logic_types.png
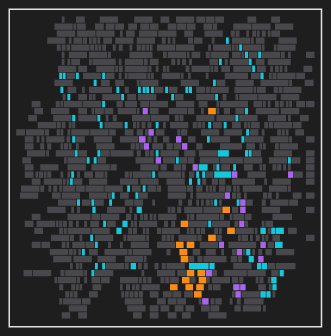
io_fan.png
The bar under the picture is 20 µm long.
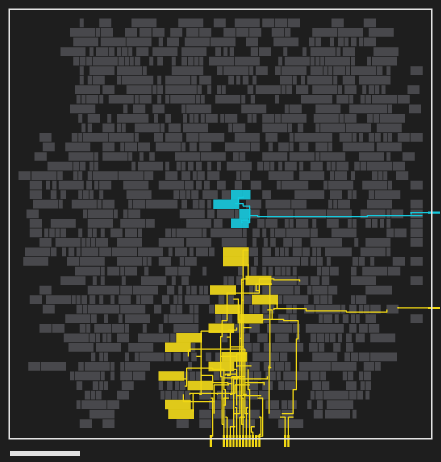
congestion.png
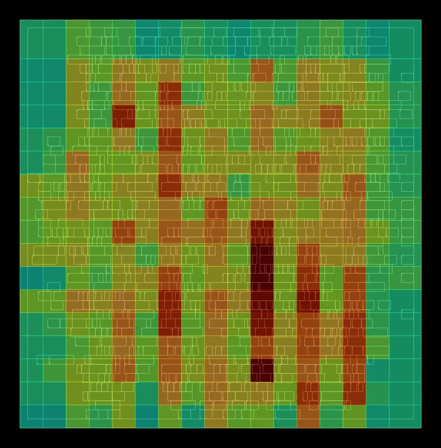
## src/rtl/stego_pkg.sv

```systemverilog
// Shared types and constants for the LSB steganography extractor.
package stego_pkg;
  localparam int STEGO_HDR_W  = 16;
  localparam int STEGO_WORD_W = 64;
  localparam int STEGO_CSUM_W = 8;

  typedef enum logic [2:0] {
    ST_IDLE,
    ST_HDR,
    ST_PAYLOAD,
    ST_CHK,
    ST_DONE
  } stego_state_t;
endpackage

```

## src/rtl/stego_bit_packer.sv

```systemverilog
// MSB-first shift register with a bit counter; full marks the pixel that completes
// the current unit (header, word or trailer), whose length is set by last_pos.
module stego_bit_packer #(
  parameter int BITS_PER_PIX = 1,
  parameter int WORD_W       = 64,
  localparam int CW          = $clog2(WORD_W)
) (
  input  logic                    clk,
  input  logic                    rst,
  input  logic                    clear,
  input  logic                    accept,
  input  logic [BITS_PER_PIX-1:0] bits,
  input  logic [CW-1:0]           last_pos,
  output logic                    full,
  output logic [WORD_W-1:0]       assembled
);
  logic [WORD_W-1:0] shreg;
  logic [CW-1:0]     cnt;

  assign full      = (cnt == last_pos);
  // value including the pixel presented this cycle, so the top can latch it on the edge
  assign assembled = {shreg[WORD_W-BITS_PER_PIX-1:0], bits};

  always_ff @(posedge clk) begin
    if (rst || clear) begin
      shreg <= '0;
      cnt   <= '0;
    end else if (accept) begin
      shreg <= assembled;
      cnt   <= full ? '0 : cnt + CW'(BITS_PER_PIX);
    end
  end
endmodule

```

## src/rtl/stego_lsb_extract.sv

```systemverilog
// Recovers a length header and ciphertext words from pixel LSBs with a one-word skid.
// Define STEGO_CHECKSUM_EN to read and verify an 8-bit XOR trailer after the payload.
module stego_lsb_extract
  import stego_pkg::*;
#(
  parameter int BITS_PER_PIX = 1,
  parameter int PIX_W        = 8,
  parameter int WORD_W       = STEGO_WORD_W,
  parameter int HDR_W        = STEGO_HDR_W
) (
  input  logic              clk,
  input  logic              rst,
  input  logic              start,
  input  logic [PIX_W-1:0]  pix_in,
  input  logic              pix_valid,
  output logic              pix_ready,
  output logic [WORD_W-1:0] word_out,
  output logic              word_valid,
  input  logic              word_ready,
  output logic [HDR_W-1:0]  msg_len,
  output logic              busy,
  output logic              done
`ifdef STEGO_CHECKSUM_EN
  ,
  output logic              chk_err
`endif
);
  localparam int CW = $clog2(WORD_W);
`ifdef STEGO_CHECKSUM_EN
  localparam stego_state_t ST_FIN = ST_CHK;
`else
  localparam stego_state_t ST_FIN = ST_DONE;
`endif

  stego_state_t      state, state_nxt;
  logic [HDR_W-1:0]  word_cnt;
  logic [CW-1:0]     last_pos;
  logic              accept, full, start_go, unit_done;
  logic [WORD_W-1:0] assembled;

  assign start_go  = (state == ST_IDLE) && start;
  assign accept    = pix_valid && pix_ready;
  assign unit_done = accept && full;
  assign busy      = (state == ST_HDR) || (state == ST_PAYLOAD) || (state == ST_CHK);
  assign done      = (state == ST_DONE);

  stego_bit_packer #(
    .BITS_PER_PIX(BITS_PER_PIX),
    .WORD_W      (WORD_W)
  ) u_packer (
    .clk      (clk),
    .rst      (rst),
    .clear    (start_go),
    .accept   (accept),
    .bits     (pix_in[BITS_PER_PIX-1:0]),
    .last_pos (last_pos),
    .full     (full),
    .assembled(assembled)
  );

  always_comb begin
    state_nxt = state;
    pix_ready = 1'b0;
    last_pos  = CW'(WORD_W - BITS_PER_PIX);
    case (state)
      ST_IDLE: if (start) state_nxt = ST_HDR;
      ST_HDR: begin
        pix_ready = 1'b1;
        last_pos  = CW'(HDR_W - BITS_PER_PIX);
        if (pix_valid && full)
          state_nxt = (assembled[HDR_W-1:0] == '0) ? ST_FIN : ST_PAYLOAD;
      end
      ST_PAYLOAD: begin
        // stall only the word-completing pixel while the output slot is still occupied
        pix_ready = (word_cnt != msg_len) && !(full && word_valid && !word_ready);
        if ((word_cnt == msg_len) && (!word_valid || word_ready)) state_nxt = ST_FIN;
      end
`ifdef STEGO_CHECKSUM_EN
      ST_CHK: begin
        pix_ready = 1'b1;
        last_pos  = CW'(STEGO_CSUM_W - BITS_PER_PIX);
        if (pix_valid && full) state_nxt = ST_DONE;
      end
`endif
      ST_DONE: state_nxt = ST_IDLE;
      default: state_nxt = ST_IDLE;
    endcase
  end

  always_ff @(posedge clk) begin
    if (rst) begin
      state      <= ST_IDLE;
      word_out   <= '0;
      word_valid <= 1'b0;
      msg_len    <= '0;
      word_cnt   <= '0;
    end else begin
      state <= state_nxt;
      if (start_go) begin
        msg_len  <= '0;
        word_cnt <= '0;
      end
      if (state == ST_HDR && unit_done) msg_len <= assembled[HDR_W-1:0];
      // reload wins over drain, so a same-cycle drain+reload keeps word_valid high
      if (state == ST_PAYLOAD && unit_done) begin
        word_out   <= assembled;
        word_valid <= 1'b1;
        word_cnt   <= word_cnt + HDR_W'(1);
      end else if (word_valid && word_ready) begin
        word_valid <= 1'b0;
      end
    end
  end

`ifdef STEGO_CHECKSUM_EN
  logic [STEGO_CSUM_W-1:0] csum, word_xor;

  always_comb begin
    word_xor = '0;
    for (int i = 0; i < WORD_W / STEGO_CSUM_W; i++)
      word_xor = word_xor ^ assembled[i*STEGO_CSUM_W +: STEGO_CSUM_W];
  end

  always_ff @(posedge clk) begin
    if (rst || start_go) begin
      csum    <= '0;
      chk_err <= 1'b0;
    end else begin
      if (state == ST_PAYLOAD && unit_done) csum <= csum ^ word_xor;
      if (state == ST_CHK && unit_done) chk_err <= (assembled[STEGO_CSUM_W-1:0] != csum);
    end
  end
`endif
endmodule

```

## config.mk

```make
export PLATFORM = sky130hd
export DESIGN_NAME = stego_lsb_extract
export DESIGN_NICKNAME = d
export VERILOG_FILES = /design/src/rtl/stego_pkg.sv /design/src/rtl/stego_bit_packer.sv /design/src/rtl/stego_lsb_extract.sv
export SDC_FILE = /design/constraint.sdc
export NUM_CORES = 1
export LEC_CHECK = 0
export CAP_MARGIN = 0
export CORE_AREA = 2 2 118 120
export CTS_CLUSTER_DIAMETER = 40
export DETAILED_ROUTE_END_ITERATION = 7
export DIE_AREA = 0 0 120 122
export GPL_TIMING_DRIVEN = 0
export PLACE_DENSITY = 0.7
export SYNTH_ARGS = -nofsm -noshare
export SYNTH_HDL_FRONTEND = slang
export SYNTH_SLANG_ARGS = --single-unit
```

## constraint.sdc

```tcl
create_clock -name clk -period 2.7 [get_ports clk]
set_input_delay 0.405 -clock clk [delete_from_list [all_inputs] [get_ports clk]]
set_output_delay 0.405 -clock clk [all_outputs]
set_load 0.005 [all_outputs]
```

==> results.txt <==
fresh numbers from the pnr run: antenna viol nets, final 0, most numerous cell types in the synthesized netlist sky130_fd_sc_hd__dfxtp_1 (169), sky130_fd_sc_hd__nand2_1 (165), sky130_fd_sc_hd__a21oi_1 (92), post-cts sizing count 8, IO Pins 97, post-CTS setup buffer count 3, number of buffers created by CTS 17, footprint of the multi-input gates 2960 µm², final global-route overflow total 0, die y size 122 µm, post-DR vias/cell 5.25, fraction of the mapped netlist area in compound gates 0.105, worst-case headroom to the max-slew limit 0.585, share of synthesized area occupied by flip-flops and latches 0.516, detailed-routed wire length on met2 7.39 mm, Nets at Floorplan 768, detailed-route DRC error count 0, mean area per synthesized cell 8.71 µm², status finished clean, placed insts 1022, slew at the pin closest to its max-slew limit 0.622 ns, area of placed instances 7680 µm², number of standard cells after synthesis 753, max-cap check violation count 0, initial antenna violation count 0, XOR/XNOR Area Share 0.0227, proportion of layout cells with a drive suffix above 1 0.0802, highest-count logic cell in the final layout sky130_fd_sc_hd__nand2_1, number of nets in the layout 876, fin worst setup slack 0.0722 ns, worst setup path category reg -> out, Multiplexer share 0.101, detailed-route wire length on metal 1 7.18 mm, worst min-delay path startpoint word_out[56], tool warning count 33, chip area line of the yosys report 6560 µm², CP endpoint pix_ready, DIE WIDTH 120 µm, largest net degree at the start of global routing 17, Via Count 5527, most frequent cells in the layout sky130_fd_sc_hd__nand2_1 (165), sky130_fd_sc_hd__dfxtp_1 (162), sky130_fd_sc_hd__a21oi_1 (92), Initial Utilization 0.486, number of cells traversed by the worst register-to-register path 10, largest buffer count on any clock path 2, predominant post-synthesis flop cell sky130_fd_sc_hd__dfxtp_1, number of design-rule violations left by the first detailed-router iteration 313, area taken by flip-flops and latches 3390 µm², accumulated negative setup slack 0 ns, final weighted congestion in routability-driven placement 0.877, number of tap cells added at floorplan 180, number of stages on the worst hold path 2
About logic_types.png:
| color | family | cells | most used |
|---|---|---|---|
| cyan | nor cells | 99 | nor2_1 |
| orange | xor and xnor cells | 17 | xnor2_1 |
| purple | and/or cells | 23 | or3_1 |

About io_fan.png:
| color | port | bits | direction | end cells | buffers | wire |
|---|---|---|---|---|---|---|
| yellow | msg_len | 16 | output | 16 | 16 | 722 µm |
| cyan | pix_valid | 1 | input | 6 | 1 | 72.4 µm |

About congestion.png:
Total GRT Usage: 0.215
DR WL/cell: 14.8 µm
met3 routing resource usage after global routing: 0.0421
GRT met1 Usage: 0.280
GR Util met2: 0.350

## worst max-delay path, cell delays in order (launching register included)
cell,delay [ns]
sky130_fd_sc_hd__dfxtp_4,0.38
sky130_fd_sc_hd__nor3b_4,0.27
sky130_fd_sc_hd__mux2i_2,0.30
sky130_fd_sc_hd__o31ai_2,0.13
sky130_fd_sc_hd__o21ai_2,0.20
sky130_fd_sc_hd__clkdlybuf4s50_1,0.53
## sequential cells by signal (all words and copies together), names as in the netlist
name	cells
word_out	64
u_packer.shreg	63
msg_len	16
word_cnt	16
u_packer.cnt	6
state	3
word_valid	1
## report_power, final
part	leakage, nW	switching [mW]	internal, mW	total, mW
sequential	1.36	0.00418	2.50	2.50
clock	0.298	0.923	1.62	2.54
combinational	1.53	0.113	0.0619	0.175
Power figures rest on the tool's default switching activity, not on a simulated workload.
